`src/rtl/memory_access_pkg.sv`:
```
// Shared MEM-stage definitions: data width, memory opcodes and the FSM
// state encoding that the hazard unit decodes.
`ifndef DATA_SIZE
`define DATA_SIZE 32
`endif
`ifndef MIPS_LW
`define MIPS_LW 6'b100011
`endif
`ifndef MIPS_SW
`define MIPS_SW 6'b101011
`endif

package memory_access_pkg;

  localparam int DATA_SIZE = `DATA_SIZE;

  localparam logic [5:0] OP_LW = `MIPS_LW;
  localparam logic [5:0] OP_SW = `MIPS_SW;

  // Encodings exported so other pipeline blocks can decode the MEM state
  localparam logic MEM_STATE_IDLE = 1'b0;
  localparam logic MEM_STATE_WAIT = 1'b1;

  typedef enum logic {
    ST_IDLE = MEM_STATE_IDLE,
    ST_WAIT = MEM_STATE_WAIT
  } mem_state_t;

  function automatic logic is_mem_op(input logic [5:0] op);
    return (op == OP_LW) || (op == OP_SW);
  endfunction

endpackage

```
`src/rtl/memory_access_timeout_counter.sv`:
```
// Counts request cycles without an acknowledge; expired flags the last
// allowed cycle so the FSM can abort on that same cycle.
module mem_timeout_counter #(
  parameter int TIMEOUT = 16
) (
  input  logic clock,
  input  logic reset_n,
  input  logic i_clear,
  input  logic i_enable,
  output logic o_expired
);

  localparam int CW = (TIMEOUT > 1) ? $clog2(TIMEOUT) : 1;
  localparam logic [CW-1:0] LAST = CW'(TIMEOUT - 1);

  logic [CW-1:0] r_count;

  // Count up while enabled; clear takes priority
  always_ff @(posedge clock) begin
    if (!reset_n) begin
      r_count <= '0;
    end else if (i_clear) begin
      r_count <= '0;
    end else if (i_enable) begin
      r_count <= r_count + 1'b1;
    end
  end

  assign o_expired = (r_count == LAST);

endmodule

```
`src/rtl/memory_access.sv`:
```
// MEM pipeline stage: passes ALU results to writeback and performs lw/sw
// over a req/ack data-memory handshake with misalign and timeout drops.
//
// state | meaning
// IDLE  | no access in flight; non-memory ops pass through in one cycle
// WAIT  | dmem_req held high, waiting for dmem_ack or the timeout
module memory_access
  import memory_access_pkg::*;
#(
  parameter int TIMEOUT = 16
) (
  input  logic                 clock,
  input  logic                 reset_n,
  input  logic                 EX_MEM_sign_c,
  input  logic                 EX_MEM_zero_c,
  input  logic                 EX_MEM_overflow_c,
  input  logic                 EX_MEM_carry_c,
  input  logic [DATA_SIZE-1:0] EX_MEM_result,
  input  logic [DATA_SIZE-1:0] EX_MEM_store_data,
  input  logic [4:0]           EX_MEM_dest,
  input  logic [5:0]           EX_MEM_op,
  input  logic [1:0]           EX_MEM_instruc_type,
  output logic                 dmem_req,
  output logic                 dmem_we,
  output logic [DATA_SIZE-1:0] dmem_addr,
  output logic [DATA_SIZE-1:0] dmem_wdata,
  input  logic [DATA_SIZE-1:0] dmem_rdata,
  input  logic                 dmem_ack,
  output logic                 MEM_WB_sign_c,
  output logic                 MEM_WB_zero_c,
  output logic                 MEM_WB_overflow_c,
  output logic                 MEM_WB_carry_c,
  output logic [DATA_SIZE-1:0] MEM_WB_result,
  output logic [DATA_SIZE-1:0] MEM_WB_data,
  output logic [4:0]           MEM_WB_dest,
  output logic [5:0]           MEM_WB_op,
  output logic [1:0]           MEM_WB_instruc_type,
  output logic                 MEM_stall,
  output logic                 MEM_fault,
  output logic                 MEM_misalign
);

  mem_state_t r_state;
  mem_state_t w_state_next;

  logic w_is_mem;
  logic w_misaligned;
  logic w_start;
  logic w_load;
  logic w_hold;
  logic w_drop_misalign;
  logic w_drop_timeout;
  logic w_stall;
  logic w_cnt_clear;
  logic w_cnt_enable;
  logic w_expired;
  logic [DATA_SIZE-1:0] w_load_data;

  logic                 r_req;
  logic                 r_we;
  logic [DATA_SIZE-1:0] r_addr;
  logic [DATA_SIZE-1:0] r_wdata;
  logic                 r_wb_sign;
  logic                 r_wb_zero;
  logic                 r_wb_overflow;
  logic                 r_wb_carry;
  logic [DATA_SIZE-1:0] r_wb_result;
  logic [DATA_SIZE-1:0] r_wb_data;
  logic [4:0]           r_wb_dest;
  logic [5:0]           r_wb_op;
  logic [1:0]           r_wb_type;
  logic                 r_fault;
  logic                 r_misalign;

  assign w_is_mem     = is_mem_op(EX_MEM_op);
  assign w_misaligned = (EX_MEM_result[1:0] != 2'b00);

  // Only a completed load in WAIT forwards memory data; everything else writes 0
  assign w_load_data = ((r_state == ST_WAIT) && (EX_MEM_op == OP_LW)) ? dmem_rdata : '0;

  mem_timeout_counter #(
    .TIMEOUT (TIMEOUT)
  ) u_timeout (
    .clock     (clock),
    .reset_n   (reset_n),
    .i_clear   (w_cnt_clear),
    .i_enable  (w_cnt_enable),
    .o_expired (w_expired)
  );

  // State register
  always_ff @(posedge clock) begin
    if (!reset_n) begin
      r_state <= ST_IDLE;
    end else begin
      r_state <= w_state_next;
    end
  end

  // Next-state and control decode; ack wins over an expiring timeout
  always_comb begin
    w_state_next    = r_state;
    w_start         = 1'b0;
    w_load          = 1'b0;
    w_hold          = 1'b0;
    w_drop_misalign = 1'b0;
    w_drop_timeout  = 1'b0;
    w_stall         = 1'b0;
    w_cnt_clear     = 1'b0;
    w_cnt_enable    = 1'b0;
    case (r_state)
      ST_IDLE: begin
        w_cnt_clear = 1'b1;
        if (w_is_mem) begin
          if (w_misaligned) begin
            w_drop_misalign = 1'b1;
          end else begin
            w_start      = 1'b1;
            w_stall      = 1'b1;
            w_state_next = ST_WAIT;
          end
        end else begin
          w_load = 1'b1;
        end
      end
      ST_WAIT: begin
        if (dmem_ack) begin
          w_load       = 1'b1;
          w_state_next = ST_IDLE;
        end else if (w_expired) begin
          w_drop_timeout = 1'b1;
          w_state_next   = ST_IDLE;
        end else begin
          w_hold       = 1'b1;
          w_stall      = 1'b1;
          w_cnt_enable = 1'b1;
        end
      end
      default: begin
        w_state_next = ST_IDLE;
      end
    endcase
  end

  // MEM/WB pipeline register: load on completion, otherwise emit a bubble
  always_ff @(posedge clock) begin
    if (!reset_n) begin
      r_wb_sign     <= 1'b0;
      r_wb_zero     <= 1'b0;
      r_wb_overflow <= 1'b0;
      r_wb_carry    <= 1'b0;
      r_wb_result   <= '0;
      r_wb_data     <= '0;
      r_wb_dest     <= '0;
      r_wb_op       <= '0;
      r_wb_type     <= 2'b00;
    end else if (w_load) begin
      r_wb_sign     <= EX_MEM_sign_c;
      r_wb_zero     <= EX_MEM_zero_c;
      r_wb_overflow <= EX_MEM_overflow_c;
      r_wb_carry    <= EX_MEM_carry_c;
      r_wb_result   <= EX_MEM_result;
      r_wb_data     <= w_load_data;
      r_wb_dest     <= EX_MEM_dest;
      r_wb_op       <= EX_MEM_op;
      r_wb_type     <= EX_MEM_instruc_type;
    end else if (w_start || w_hold || w_drop_misalign || w_drop_timeout) begin
      r_wb_type <= 2'b00;
    end
  end

  // Data-memory request: captured at start, held through WAIT, dropped on ack or timeout
  always_ff @(posedge clock) begin
    if (!reset_n) begin
      r_req   <= 1'b0;
      r_we    <= 1'b0;
      r_addr  <= '0;
      r_wdata <= '0;
    end else if (w_start) begin
      r_req   <= 1'b1;
      r_we    <= (EX_MEM_op == OP_SW);
      r_addr  <= EX_MEM_result;
      r_wdata <= EX_MEM_store_data;
    end else if (w_load || w_drop_timeout) begin
      r_req <= 1'b0;
    end
  end

  // Single-cycle fault and misalign pulses
  always_ff @(posedge clock) begin
    if (!reset_n) begin
      r_fault    <= 1'b0;
      r_misalign <= 1'b0;
    end else begin
      r_fault    <= w_drop_timeout;
      r_misalign <= w_drop_misalign;
    end
  end

  assign dmem_req            = r_req;
  assign dmem_we             = r_we;
  assign dmem_addr           = r_addr;
  assign dmem_wdata          = r_wdata;
  assign MEM_WB_sign_c       = r_wb_sign;
  assign MEM_WB_zero_c       = r_wb_zero;
  assign MEM_WB_overflow_c   = r_wb_overflow;
  assign MEM_WB_carry_c      = r_wb_carry;
  assign MEM_WB_result       = r_wb_result;
  assign MEM_WB_data         = r_wb_data;
  assign MEM_WB_dest         = r_wb_dest;
  assign MEM_WB_op           = r_wb_op;
  assign MEM_WB_instruc_type = r_wb_type;
  assign MEM_stall           = w_stall;
  assign MEM_fault           = r_fault;
  assign MEM_misalign        = r_misalign;

endmodule

```
`config.mk`:
```
export PLATFORM = sky130hd
export DESIGN_NAME = memory_access
export DESIGN_NICKNAME = d
export VERILOG_FILES = /design/src/rtl/memory_access_pkg.sv /design/src/rtl/memory_access_timeout_counter.sv /design/src/rtl/memory_access.sv
export SDC_FILE = /design/constraint.sdc
export NUM_CORES = 1
export LEC_CHECK = 0
export CAP_MARGIN = 20
export CORE_AREA = 2 2 213 110
export CTS_CLUSTER_DIAMETER = 50
export CTS_CLUSTER_SIZE = 25
export DETAILED_ROUTE_END_ITERATION = 16
export DIE_AREA = 0 0 215 112
export HOLD_SLACK_MARGIN = 0.05
export SLEW_MARGIN = 10
export SYNTH_ARGS = -nofsm -noshare
export SYNTH_HDL_FRONTEND = slang
export SYNTH_HIERARCHICAL = 1
export SYNTH_SLANG_ARGS = --single-unit
```
`constraint.sdc`:
```
create_clock -name clock -period 2.2 [get_ports clock]
set_input_delay 0.44 -clock clock [delete_from_list [all_inputs] [get_ports clock]]
set_output_delay 0.44 -clock clock [all_outputs]
set_load 0.005 [all_outputs]
```
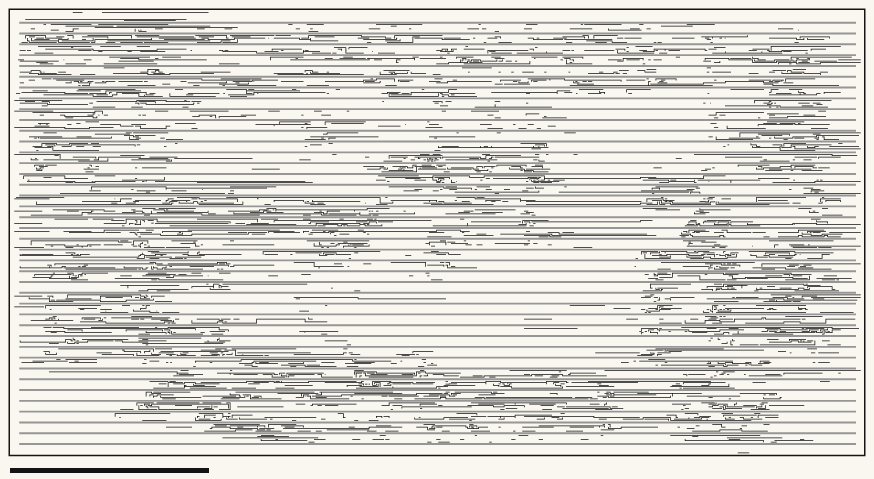
Fig. 1. M1 wires.
Scale bar: 50 um. Supply wires on this layer in grey.
- main direction: horizontal
- wire length on this layer: 11000 um
- longest straight run: 64.4 um
- nets with wire on the layer: 967

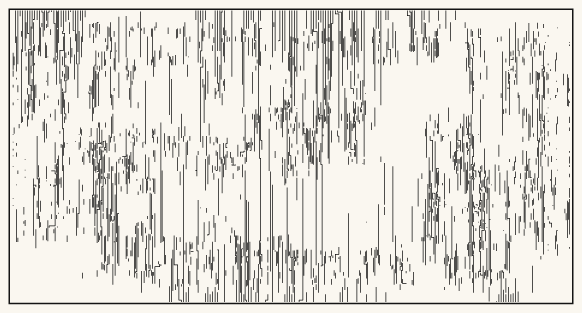
Fig. 2. Met2 routing.
- wire length on this layer: 9160 um
- nets with wire on the layer: 915
- main direction: vertical
- share of all routed wire: 41%
- longest straight run: 52.5 um
final WL: 22600 um
via count: 6481
GRT met2 Usage: 0.251

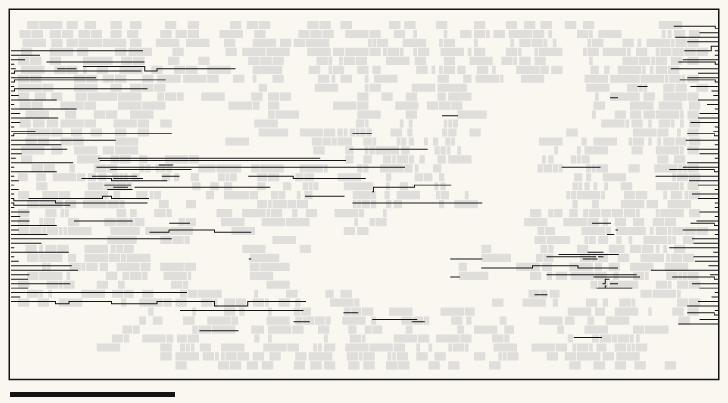
Fig. 3. The metal 3 layer.
Scale bar: 50 um. Cells faint in the background.
- longest straight run: 93.4 um
- share of all routed wire: 9.9%
- wire length on this layer: 2240 um
- nets with wire on the layer: 163

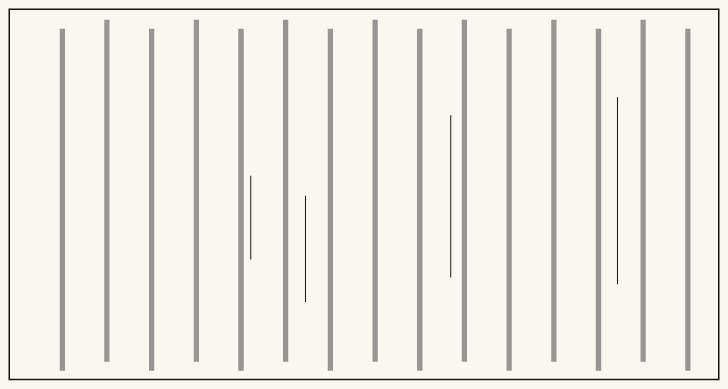
Fig. 4. M4 wires.
Supply wires on this layer in grey.
- main direction: vertical
- nets with wire on the layer: 2
- longest straight run: 56.4 um
- share of all routed wire: 0.72%

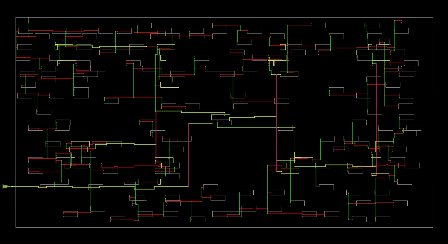
Fig. 5. The clock network.
Num CTS Buffers: 17
clock sink count: 154
clk_skew: 10.4 ps
Flop Count: 154
clk_lat worst skew: 430 ps

==> flow_metrics.env <==
# physical design summary
export IMPL_core_area_um2=22300
export IMPL_layout_drive_gt1_share=0.0923
export IMPL_period_minus_slack_ps=2310
export IMPL_fin_ws_ps=-111
export IMPL_nonClockInverterCount=2
export IMPL_status="finished with violations"
export IMPL_switching_share=0.253
export IMPL_seq_share=0.300
export IMPL_power_frac_clock=0.422
export IMPL_synth_top_cell_area_share=0.470
export IMPL_violations="negative setup slack"
export IMPL_gp_congestion=0.779
export IMPL_top_cells_by_count="dfxtp_1, nand2_1, nor3_1, mux2i_1, clkbuf_1"
export IMPL_die_w_um=215
export IMPL_drt_wirelength_per_cell_um=17.6
export IMPL_critPathLaunchType="flop"
export IMPL_slew_headroom=0.703
export IMPL_p_sw_mw=1.64
export IMPL_intPower_mw=4.84
export IMPL_cts_setup_buffers=0
export IMPL_ys_cells=719
export IMPL_ys_seq_frac=0.470
export IMPL_synth_cellmix_compoundShare=0.155
export IMPL_cts_repair_resized=12
export IMPL_cp_slowest_stage_delay_ps=480
export IMPL_setup_violations_final=1
==> state kept, by name, summed over array words and instances, names as in the netlist <==
register / cells
MEM_WB_instruc_type: 2
dmem_addr: 32
MEM_WB_zero_c: 1
MEM_WB_overflow_c: 1
MEM_WB_carry_c: 1
MEM_misalign: 1
r_state: 1
MEM_WB_data: 32
dmem_wdata: 32
MEM_WB_op: 6
u_timeout/r_count: 4
dmem_req: 1
MEM_WB_sign_c: 1
MEM_WB_result: 32
MEM_fault: 1
MEM_WB_dest: 5
dmem_we: 1
==> layer usage <==
layer / GRT usage / share of wire / up-vias
li1: - / - / 3159
met1: 0.266 / 0.49 / 3078
met5: 0 / 0 / -
met4: 0.0451 / 0.0072 / 0
met2: 0.251 / 0.40 / 231
met3: 0.0792 / 0.099 / 13
